===== config.mk =====
export PLATFORM = sky130hd
export DESIGN_NAME = uart_pattern_top
export DESIGN_NICKNAME = d
export VERILOG_FILES = /design/src/rtl/uart_pattern_pkg.sv /design/src/rtl/uart_rx_sampler.sv /design/src/rtl/uart_pattern_top.sv
export SDC_FILE = /design/constraint.sdc
export NUM_CORES = 1
export LEC_CHECK = 0
export CAP_MARGIN = 30
export CORE_MARGIN = 2
export CORE_UTILIZATION = 45
export DETAILED_ROUTE_END_ITERATION = 7
export GPL_TIMING_DRIVEN = 0
export HOLD_SLACK_MARGIN = 0.03
export PLACE_DENSITY = 0.64
export REMOVE_ABC_BUFFERS = 1
export SLEW_MARGIN = 40
export SYNTH_ARGS = -nofsm -noshare
export SYNTH_HDL_FRONTEND = slang
export SYNTH_SLANG_ARGS = --single-unit

===== constraint.sdc =====
create_clock -name clk_i -period 2.4 [get_ports clk_i]
set_clock_uncertainty 0.05 [all_clocks]
set_input_delay 0.36 -clock clk_i [delete_from_list [all_inputs] [get_ports clk_i]]
set_output_delay 0.36 -clock clk_i [all_outputs]
set_load 0.02 [all_outputs]

===== src/rtl/uart_pattern_pkg.sv =====
// Shared types and helpers for the UART pattern detector.
package uart_pattern_pkg;

  localparam int unsigned DataWidth = 8;

  typedef enum logic [1:0] {
    StIdle,
    StStart,
    StData,
    StStop
  } rx_state_e;

  // Clock cycles per serial bit.
  function automatic int unsigned calc_bit_ticks(input int unsigned clk_hz,
                                                 input int unsigned baud);
    return clk_hz / baud;
  endfunction

  // Clock cycles from the start edge to the middle of the start bit.
  function automatic int unsigned calc_half_ticks(input int unsigned clk_hz,
                                                  input int unsigned baud);
    return (clk_hz / baud) / 2;
  endfunction

endpackage


===== src/rtl/uart_rx_sampler.sv =====
// 8N1 receive front end: synchronizer, start detect, bit timing and stop check.
module uart_rx_sampler
  import uart_pattern_pkg::*;
#(
  parameter int unsigned CLK_FREQ_HZ = 50_000_000,
  parameter int unsigned BAUD_RATE   = 115_200
) (
  input  logic clk_i,
  input  logic rst_i,
  input  logic rx_i,
  output logic sample_valid_o,
  output logic sample_bit_o,
  output logic bit_strobe_o,
  output logic frame_done_o,
  output logic framing_error_o
);

  localparam int unsigned BitTicks  = calc_bit_ticks(CLK_FREQ_HZ, BAUD_RATE);
  localparam int unsigned HalfTicks = calc_half_ticks(CLK_FREQ_HZ, BAUD_RATE);
  localparam int unsigned TickW     = $clog2(BitTicks);
  localparam int unsigned IdxW      = $clog2(DataWidth);

  localparam logic [TickW-1:0] BitLoad  = TickW'(BitTicks - 1);
  localparam logic [TickW-1:0] HalfLoad = TickW'(HalfTicks - 1);
  localparam logic [IdxW-1:0]  LastIdx  = IdxW'(DataWidth - 1);

  rx_state_e        state_q, state_d;
  logic [TickW-1:0] tick_q, tick_d;
  logic [IdxW-1:0]  idx_q, idx_d;
  logic             rx_meta_q, rx_sync_q, rx_prev_q;
  logic             strobe_q, strobe_d;
  logic             done_q, done_d;
  logic             fe_q, fe_d;
  logic             fall;

  // Falling edge only after the line has been seen high, so a stuck-low line never re-arms.
  assign fall         = rx_prev_q & ~rx_sync_q;
  assign sample_bit_o = rx_sync_q;

  // Two-flop synchronizer plus the previous-value flop for edge detection.
  always_ff @(posedge clk_i or posedge rst_i) begin
    if (rst_i) begin
      rx_meta_q <= 1'b1;
      rx_sync_q <= 1'b1;
      rx_prev_q <= 1'b1;
    end else begin
      rx_meta_q <= rx_i;
      rx_sync_q <= rx_meta_q;
      rx_prev_q <= rx_sync_q;
    end
  end

  // FSM, tick counter, bit index and registered status pulses.
  always_ff @(posedge clk_i or posedge rst_i) begin
    if (rst_i) begin
      state_q  <= StIdle;
      tick_q   <= '0;
      idx_q    <= '0;
      strobe_q <= 1'b0;
      done_q   <= 1'b0;
      fe_q     <= 1'b0;
    end else begin
      state_q  <= state_d;
      tick_q   <= tick_d;
      idx_q    <= idx_d;
      strobe_q <= strobe_d;
      done_q   <= done_d;
      fe_q     <= fe_d;
    end
  end

  // Next-state logic; each sample point is reached when the tick counter hits zero.
  always_comb begin
    state_d        = state_q;
    tick_d         = tick_q;
    idx_d          = idx_q;
    fe_d           = fe_q;
    strobe_d       = 1'b0;
    done_d         = 1'b0;
    sample_valid_o = 1'b0;
    case (state_q)
      StIdle: begin
        if (fall) begin
          state_d = StStart;
          tick_d  = HalfLoad;
        end
      end
      StStart: begin
        if (tick_q == '0) begin
          if (rx_sync_q) begin
            state_d = StIdle;  // glitch, not a real start bit
          end else begin
            state_d = StData;
            tick_d  = BitLoad;
            idx_d   = '0;
          end
        end else begin
          tick_d = tick_q - TickW'(1);
        end
      end
      StData: begin
        if (tick_q == '0) begin
          sample_valid_o = 1'b1;
          strobe_d       = 1'b1;
          tick_d         = BitLoad;
          if (idx_q == LastIdx) begin
            state_d = StStop;
          end else begin
            idx_d = idx_q + IdxW'(1);
          end
        end else begin
          tick_d = tick_q - TickW'(1);
        end
      end
      StStop: begin
        if (tick_q == '0) begin
          done_d  = 1'b1;
          fe_d    = ~rx_sync_q;
          state_d = StIdle;
        end else begin
          tick_d = tick_q - TickW'(1);
        end
      end
      default: state_d = StIdle;
    endcase
  end

  assign bit_strobe_o    = strobe_q;
  assign frame_done_o    = done_q;
  assign framing_error_o = fe_q;

endmodule


===== src/rtl/uart_pattern_top.sv =====
// UART receiver feeding a persistent sliding bit window and a 4-bit pattern matcher.
module uart_pattern_top
  import uart_pattern_pkg::*;
#(
  parameter int unsigned CLK_FREQ_HZ   = 50_000_000,
  parameter int unsigned BAUD_RATE     = 115_200,
  parameter logic [3:0]  ID_LAST_DIGIT = 4'd7
) (
  input  logic                 clk_i,
  input  logic                 rst_i,
  input  logic                 rx_i,
  output logic                 match_o,
  output logic                 framing_error_o,
  output logic [DataWidth-1:0] shift_window_o,
  output logic                 frame_done_o,
  output logic                 bit_strobe_o
);

  logic                 sample_valid;
  logic                 sample_bit;
  logic [DataWidth-1:0] window_q, window_d;
  logic [2:0]           cnt_q, cnt_d;
  logic                 match_q, match_d;

  uart_rx_sampler #(
    .CLK_FREQ_HZ(CLK_FREQ_HZ),
    .BAUD_RATE  (BAUD_RATE)
  ) u_sampler (
    .clk_i          (clk_i),
    .rst_i          (rst_i),
    .rx_i           (rx_i),
    .sample_valid_o (sample_valid),
    .sample_bit_o   (sample_bit),
    .bit_strobe_o   (bit_strobe_o),
    .frame_done_o   (frame_done_o),
    .framing_error_o(framing_error_o)
  );

  // Window, saturating bit count and match flag; cleared only by reset.
  always_ff @(posedge clk_i or posedge rst_i) begin
    if (rst_i) begin
      window_q <= '0;
      cnt_q    <= '0;
      match_q  <= 1'b0;
    end else begin
      window_q <= window_d;
      cnt_q    <= cnt_d;
      match_q  <= match_d;
    end
  end

  // Window/count update on each sample; match judged on the window visible during bit_strobe.
  always_comb begin
    window_d = window_q;
    cnt_d    = cnt_q;
    if (sample_valid) begin
      window_d = {window_q[DataWidth-2:0], sample_bit};
      if (cnt_q < 3'd4) begin
        cnt_d = cnt_q + 3'd1;
      end
    end
    match_d = bit_strobe_o && (window_q[3:0] == ID_LAST_DIGIT) && (cnt_q >= 3'd4);
  end

  assign shift_window_o = window_q;
  assign match_o        = match_q;

endmodule


==> changes_impl.md, run 1 <==
### Implementation results

* CP Buf/Inv Count at 0
* Slew Limit Fails at 0
* Top-count cell post-synth: dfrtp_1
* Reg2reg setup slack at ~0.29 ns
* Vias in the first global route at around 1300
* Tool warnings at 28
* CTS H-tree depth at 2
* Die extent in y at 64.72 um
* Commonest cells post-synth: 29 x dfrtp_1, 12 x nand2_1, 12 x nor2_1
* Static Leak at roughly 0.93 nW
* CP Max Fanout at 12
* Vias per inst at 5.457
* RSZ-0062 raised after global routing: no
* Setup Slack @ Placement at 0.1152 ns
* Worst vdd ir at 0.0005578 V
* Status: finished, final reports clean
* Clock Latency Late Sink at about 0.28 ns
* And-or/or-and share of the synthesized area at 17.19%
* Root buf cell: clkbuf_8
* R2R cell count at 4
==> run 1: how the worst min path moves through the flow <==
stage	startpoint	endpoint	cells after the start	slack [ns]
after global routing	u_sampler.rx_meta_q$_DFF_PP1_	u_sampler.sample_bit_o$_DFF_PP1_	0	0.32
after global placement	u_sampler.rx_meta_q$_DFF_PP1_	u_sampler.sample_bit_o$_DFF_PP1_	0	0.30
after CTS	u_sampler.rx_meta_q$_DFF_PP1_	u_sampler.sample_bit_o$_DFF_PP1_	0	0.32
after floorplan	u_sampler.rx_meta_q$_DFF_PP1_	u_sampler.sample_bit_o$_DFF_PP1_	0	0.30
final	u_sampler.rx_meta_q$_DFF_PP1_	u_sampler.sample_bit_o$_DFF_PP1_	0	0.32
after detailed placement	u_sampler.rx_meta_q$_DFF_PP1_	u_sampler.sample_bit_o$_DFF_PP1_	0	0.30
==> run 1: power breakdown <==
part / internal, mW / leakage [nW] / switching (mW)
Clock: 0.308 / 0.0552 / 0.196
Sequential: 0.652 / 0.420 / 0.142
Combinational: 0.452 / 0.457 / 0.562
Total: 1.41 / 0.933 / 0.901
==> run 1: registers in the layout, summed over array words and instances (netlist names), named ones only <==
name,flops
u_sampler.framing_error_o,1
match_o,1
u_sampler.bit_strobe_o,1
shift_window_o,8
u_sampler.tick_q,9
u_sampler.sample_bit_o,1
u_sampler.rx_meta_q,1
u_sampler.idx_q,3
u_sampler.frame_done_o,1
u_sampler.state_q,1
cnt_q,3
u_sampler.rx_prev_q,1
==> run 1: final cells by class <==
class                   count  share of cell area, %
clock buffers               6                  3.685
inverters                   7                  1.334
repair buffers             17                  8.259
multi-input cells         111                  41.04
clock inverters             2                  1.779
well taps                  48                  3.050
flip-flops and latches     32                  40.85
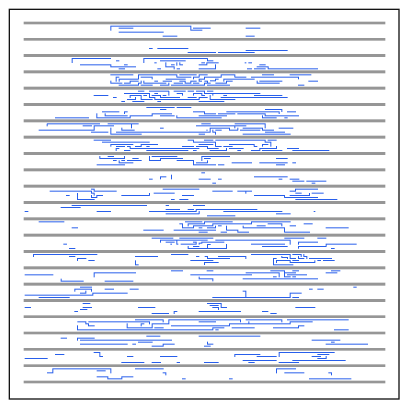
*Met1 routing, run 1*
Scale: 6 px per um. Supply wires on this layer in grey.
The wires run mostly horizontal. The layer carries 1470 um of wire. The layer holds 47% of the routed length. 172 nets have wire on it.
via count: 1217
Routed WL: 3151 um
met1 usage: 21.52%

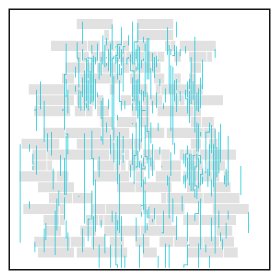
*M2 wires, run 1*
Scale: 4 px per um.
151 nets have wire on it. The longest straight run is 30.9 um. The layer carries 1490 um of wire.
met2 usage: 25.64%

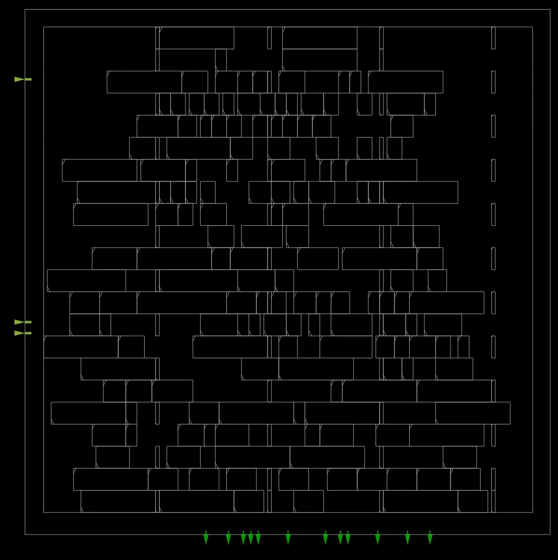
*Placement view, run 1*
Tap Cells: 48
Final Util: 54.61%
Seq/total area: 40.85%
Placement Rows: 22

==> run 2, diff against run 1 <==
--- a/config.mk
+++ b/config.mk
@@ -5,7 +5,7 @@
 export SDC_FILE = /design/constraint.sdc
 export NUM_CORES = 1
 export LEC_CHECK = 0
-export CAP_MARGIN = 30
+export CAP_MARGIN = 10
 export CORE_MARGIN = 2
 export CORE_UTILIZATION = 45
 export DETAILED_ROUTE_END_ITERATION = 7
@@ -16,4 +16,5 @@
 export SLEW_MARGIN = 40
 export SYNTH_ARGS = -nofsm -noshare
 export SYNTH_HDL_FRONTEND = slang
+export SYNTH_HIERARCHICAL = 1
 export SYNTH_SLANG_ARGS = --single-unit
==> run 2 against run 1 <==
Effect of this change:
- clock power down 43%
- fmax down 8.8%
- die area down 3.3%
- cell count down 4.0%
- register-to-register slack worse by 0.20 ns
- count of clock-buffer cells in the layout up 1
- combinational power down about 10%
- setup slack worse by 0.20 ns
- flip-flop count unchanged
- synthesized cell count down 6.5%
- first-iteration DRC count down 24%
- critical path depth up 4
- largest cell class is now sequential cells
- largest power group unchanged
- highest routed layer unchanged
==> changes_impl.md, run 2 <==
### Implementation results

* Status: finished, final reports clean
* Seq/total area at 41.92% (+1.1 points)
* Vias in the first global route at 1148 (-8.5%)
* CTS H-tree depth at 2 (unchanged)
* Reg2reg setup slack at 0.08 ns (-0.20 ns)
* Hold Startpoint: u_sampler/rx_meta_q$_DFF_PP1_
* Setup Slack @ Placement at -0.3164 ns (-0.4316 ns)
* Final Util at 56.63% (+2.0 points)
* Comb area share at 39.83% (-1.2 points)
* CP Buf/Inv Count at 2 (+2)
* Vias per inst at 5.463 (about the same)
* Largest register FFs at 9 (unchanged)
* Tool warnings at 30 (+7.1%)
* Tap Cells at 46 (-4.2%)
* Number of flip-flops and latches at 32 (unchanged)
* Repair and plain buffers at 20 (+3)
* Top-count cell post-synth: dfrtp_1
* Comb_multi_in at 96 (-14%)
* Worst min-delay path endpoint: u_sampler/sample_bit_o$_DFF_PP1_
* Invs w/o clock at 12 (+5)
* And-or/or-and share of the synthesized area at 17.03% (-0.16 points)
* Static Leak at 0.8417 nW (-9.8%)
* Slew Limit Fails at 0 (unchanged)
* Biggest register: u_sampler/tick_q
* Worst vdd ir at 0.0006026 V (+8.0%)
* CP Max Fanout at 11 (-1)
* R2R cell count at 8 (+4)
* Root buf cell: clkbuf_4
* Worst Hold Depth at 0 (unchanged)
* Clock Latency Late Sink at 0.32 ns (+0.04 ns)
* Top cell category: sequential cells
-- run 2: cell count changes in the layout (fill, tap and decap cells not counted), moves of 4 or more --
cell,before,now
nand2_1,12,5
a21o_1,5,0
a21oi_1,8,3
clkbuf_4,0,5
clkbuf_8,5,0
a22o_1,5,1
o21ai_0,10,14
-- run 2: cell families (layout without fill, tap and decap cells) --
group / Yosys count / count (layout)
xor+xnor: 1 / 1
flops: 32 / 32
compound gates: 37 / 37
buf+inv: 16 / 40
fa+ha+maj: 9 / 9
simple gates: 38 / 38
mux: 11 / 11
-- run 2: repair_timing --
item                       4_1_cts  5_1_grt
pin swaps                        3        2
setup buffers                    5        1
resized                          3        4
setup endpoints to repair       20       19
-- run 2: worst max-delay path by stage --
stage                           end                            start  slack, ns
2_1_floorplan  cnt_q[1]$_DFFE_PP0P_  u_sampler/tick_q[0]$_DFFE_PP0P_      -0.26
3_3_place_gp   cnt_q[1]$_DFFE_PP0P_  u_sampler/tick_q[0]$_DFFE_PP0P_      -0.52
3_5_place_dp   cnt_q[1]$_DFFE_PP0P_  u_sampler/tick_q[0]$_DFFE_PP0P_      -0.32
4_1_cts        cnt_q[1]$_DFFE_PP0P_  u_sampler/tick_q[1]$_DFFE_PP0P_      -0.04
5_1_grt        cnt_q[1]$_DFFE_PP0P_  u_sampler/tick_q[0]$_DFFE_PP0P_     -0.005
6_report       cnt_q[1]$_DFFE_PP0P_  u_sampler/tick_q[0]$_DFFE_PP0P_       0.08
-- run 2: where the power goes --
| group | internal, mW | switching, mW | leakage, nW |
|---|---|---|---|
| clock network | 0.114 | 0.174 | 0.0293 |
| logic | 0.375 | 0.499 | 0.392 |
| registers | 0.645 | 0.0971 | 0.421 |
| total | 1.13 | 0.770 | 0.842 |
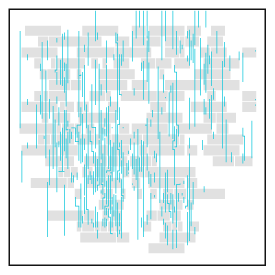
*M2 wires, run 2*
Scale: 4 px per um.
152 nets have wire on it. The layer carries 1590 um of wire. The longest straight run is 27.5 um. The wires run mostly vertical. The layer holds 51% of the routed length.
via count: 1169
met2 usage: 28.03%
Routed WL: 3106 um

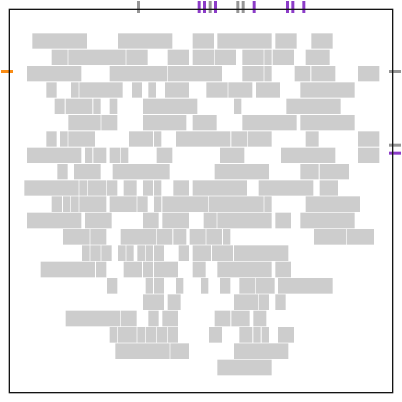
*Pin map, run 2*
Scale: 6 px per um. Pins as bars across the die edge, other pins in grey.
Key: purple = shift_window_o [pins 8, direction output, edge 7 top, 1 right]; orange = clk_i [pins 1, direction input, edge left]
die extent in y: 63.66 um
Die X: 63.66 um
number of port buffers: 14

==> run 3, diff against run 2 <==
--- a/config.mk
+++ b/config.mk
@@ -5,7 +5,7 @@
 export SDC_FILE = /design/constraint.sdc
 export NUM_CORES = 1
 export LEC_CHECK = 0
-export CAP_MARGIN = 10
+export CAP_MARGIN = 20
 export CORE_MARGIN = 2
 export CORE_UTILIZATION = 45
 export DETAILED_ROUTE_END_ITERATION = 7
==> run 3 against run 2 <==
Effect of this change:
- synthesized area did not move
- flip-flop count did not move
- hold slack did not move
- register-to-register slack barely moved
- fmax did not move
- largest power group unchanged
- highest routed layer unchanged
==> changes_impl.md, run 3 <==
### Implementation results

* Biggest register: u_sampler/tick_q
* Area leader share at 45.31%
* P_clk at 288 uW (about the same)
* Tool warnings at 30 (unchanged)
* Setup Slack @ Placement at -0.3164 ns (unchanged)
* Clock Latency Late Sink at 0.32 ns (about the same)
* Root buf cell: clkbuf_4
* Die extent in y at 63.66 um (unchanged)
* Number of port buffers at 14 (unchanged)
* Power Combinational at 875 uW (about the same)
* Sw Pwr at 770.3 uW (unchanged)
* Clk pwr share at 15.1% (about the same)
* Switching share of power at 40.43% (unchanged)
* Status: finished, final reports clean
* Slew Limit Fails at 0 (unchanged)
* Pwr top: combinational cells
* Largest register FFs at 9 (unchanged)
* CP delay by family, top: simple AND/OR/NAND/NOR gates
* And-or/or-and share of the synthesized area at 17.03% (unchanged)
* Die X at 63.66 um (unchanged)
* P_seq at 742 uW (about the same)
* Via count at 1169 (unchanged)
* CP Max Fanout at 11 (unchanged)
* Top-count cell post-synth: dfrtp_1
* Static Leak at 0.8417 nW (unchanged)
* Avg WL per Cell at roughly 15 um
* Comb power frac at 45.9% (about the same)
* Routed WL at 3106 um (unchanged)
* Worst vdd ir at 0.0006026 V (unchanged)
* CTS H-tree depth at 2 (unchanged)
## run 3: cell counts after synthesis
Identical to the previous run, type by type.
## run 3: layout make-up
| cell class | count | area, um2 |
|---|---|---|
| flip-flops and latches | 32 | 804.5 |
| repair buffers | 20 | 197.7 |
| clock inverters | 1 | 5.005 |
| inverters | 12 | 45.04 |
| well taps | 46 | 57.56 |
| multi-input cells | 96 | 764.5 |
| fillers | 278 | 1470 |
| clock buffers | 7 | 45.04 |
## run 3: per-layer routing
metal  vias up  global-route usage (%)  part of all wire (%)
met5         -                       0                     0
met4         0                   4.076                  0.58
met3         2                   5.357                   3.6
met2        25                   28.03                    51
met1       581                   21.77                    45
li1        561                       -                     -
## run 3: what timing repair did
item                       in CTS  in global routing
resized                         3                  4
pin swaps                       3                  2
setup buffers                   5                  1
gates cloned                    0                  0
setup endpoints to repair      20                 19
## run 3: path summary, 6_finish.rpt
path / cells after the start / endpoint / from / slack [ns]
worst min register to register: 0 / u_sampler/sample_bit_o$_DFF_PP1_ / u_sampler/rx_meta_q$_DFF_PP1_ / 0.31
worst max-delay path: 8 / cnt_q[1]$_DFFE_PP0P_ / u_sampler/tick_q[0]$_DFFE_PP0P_ / 0.08
max in group asynchronous: 2 / u_sampler/rx_meta_q$_DFF_PP1_ / rst_i / 1.62
worst max register to register: 8 / cnt_q[1]$_DFFE_PP0P_ / u_sampler/tick_q[0]$_DFFE_PP0P_ / 0.08
worst min-delay path: 0 / u_sampler/sample_bit_o$_DFF_PP1_ / u_sampler/rx_meta_q$_DFF_PP1_ / 0.31
min in group asynchronous: 2 / shift_window_o[4]$_DFFE_PP0P_ / rst_i / 0.32
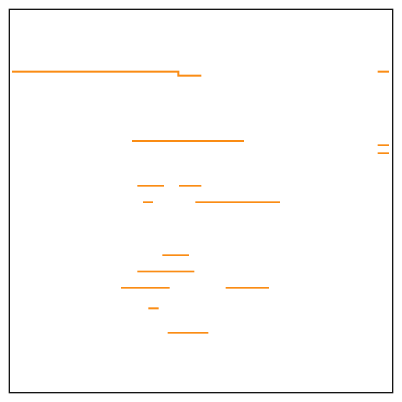
*The metal 3 layer, run 3*
Scale: 6 px per um.
11 nets have wire on it. The layer holds 3.7% of the routed length. The wires run mostly horizontal.
met3 GRT Util: 5.357%

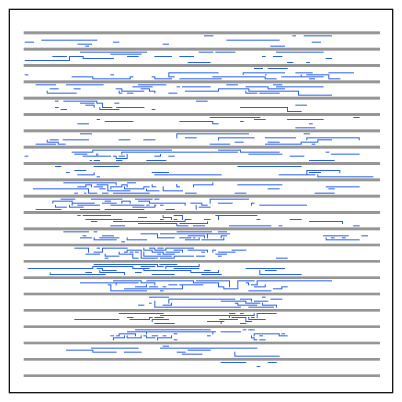
*Met1 routing, run 3*
Scale: 6 px per um. Supply wires on this layer in grey.
The layer holds 45% of the routed length. The layer carries 1380 um of wire.
met1 usage: 21.77%

Power figures rest on the tool's default switching activity, not on a simulated workload.
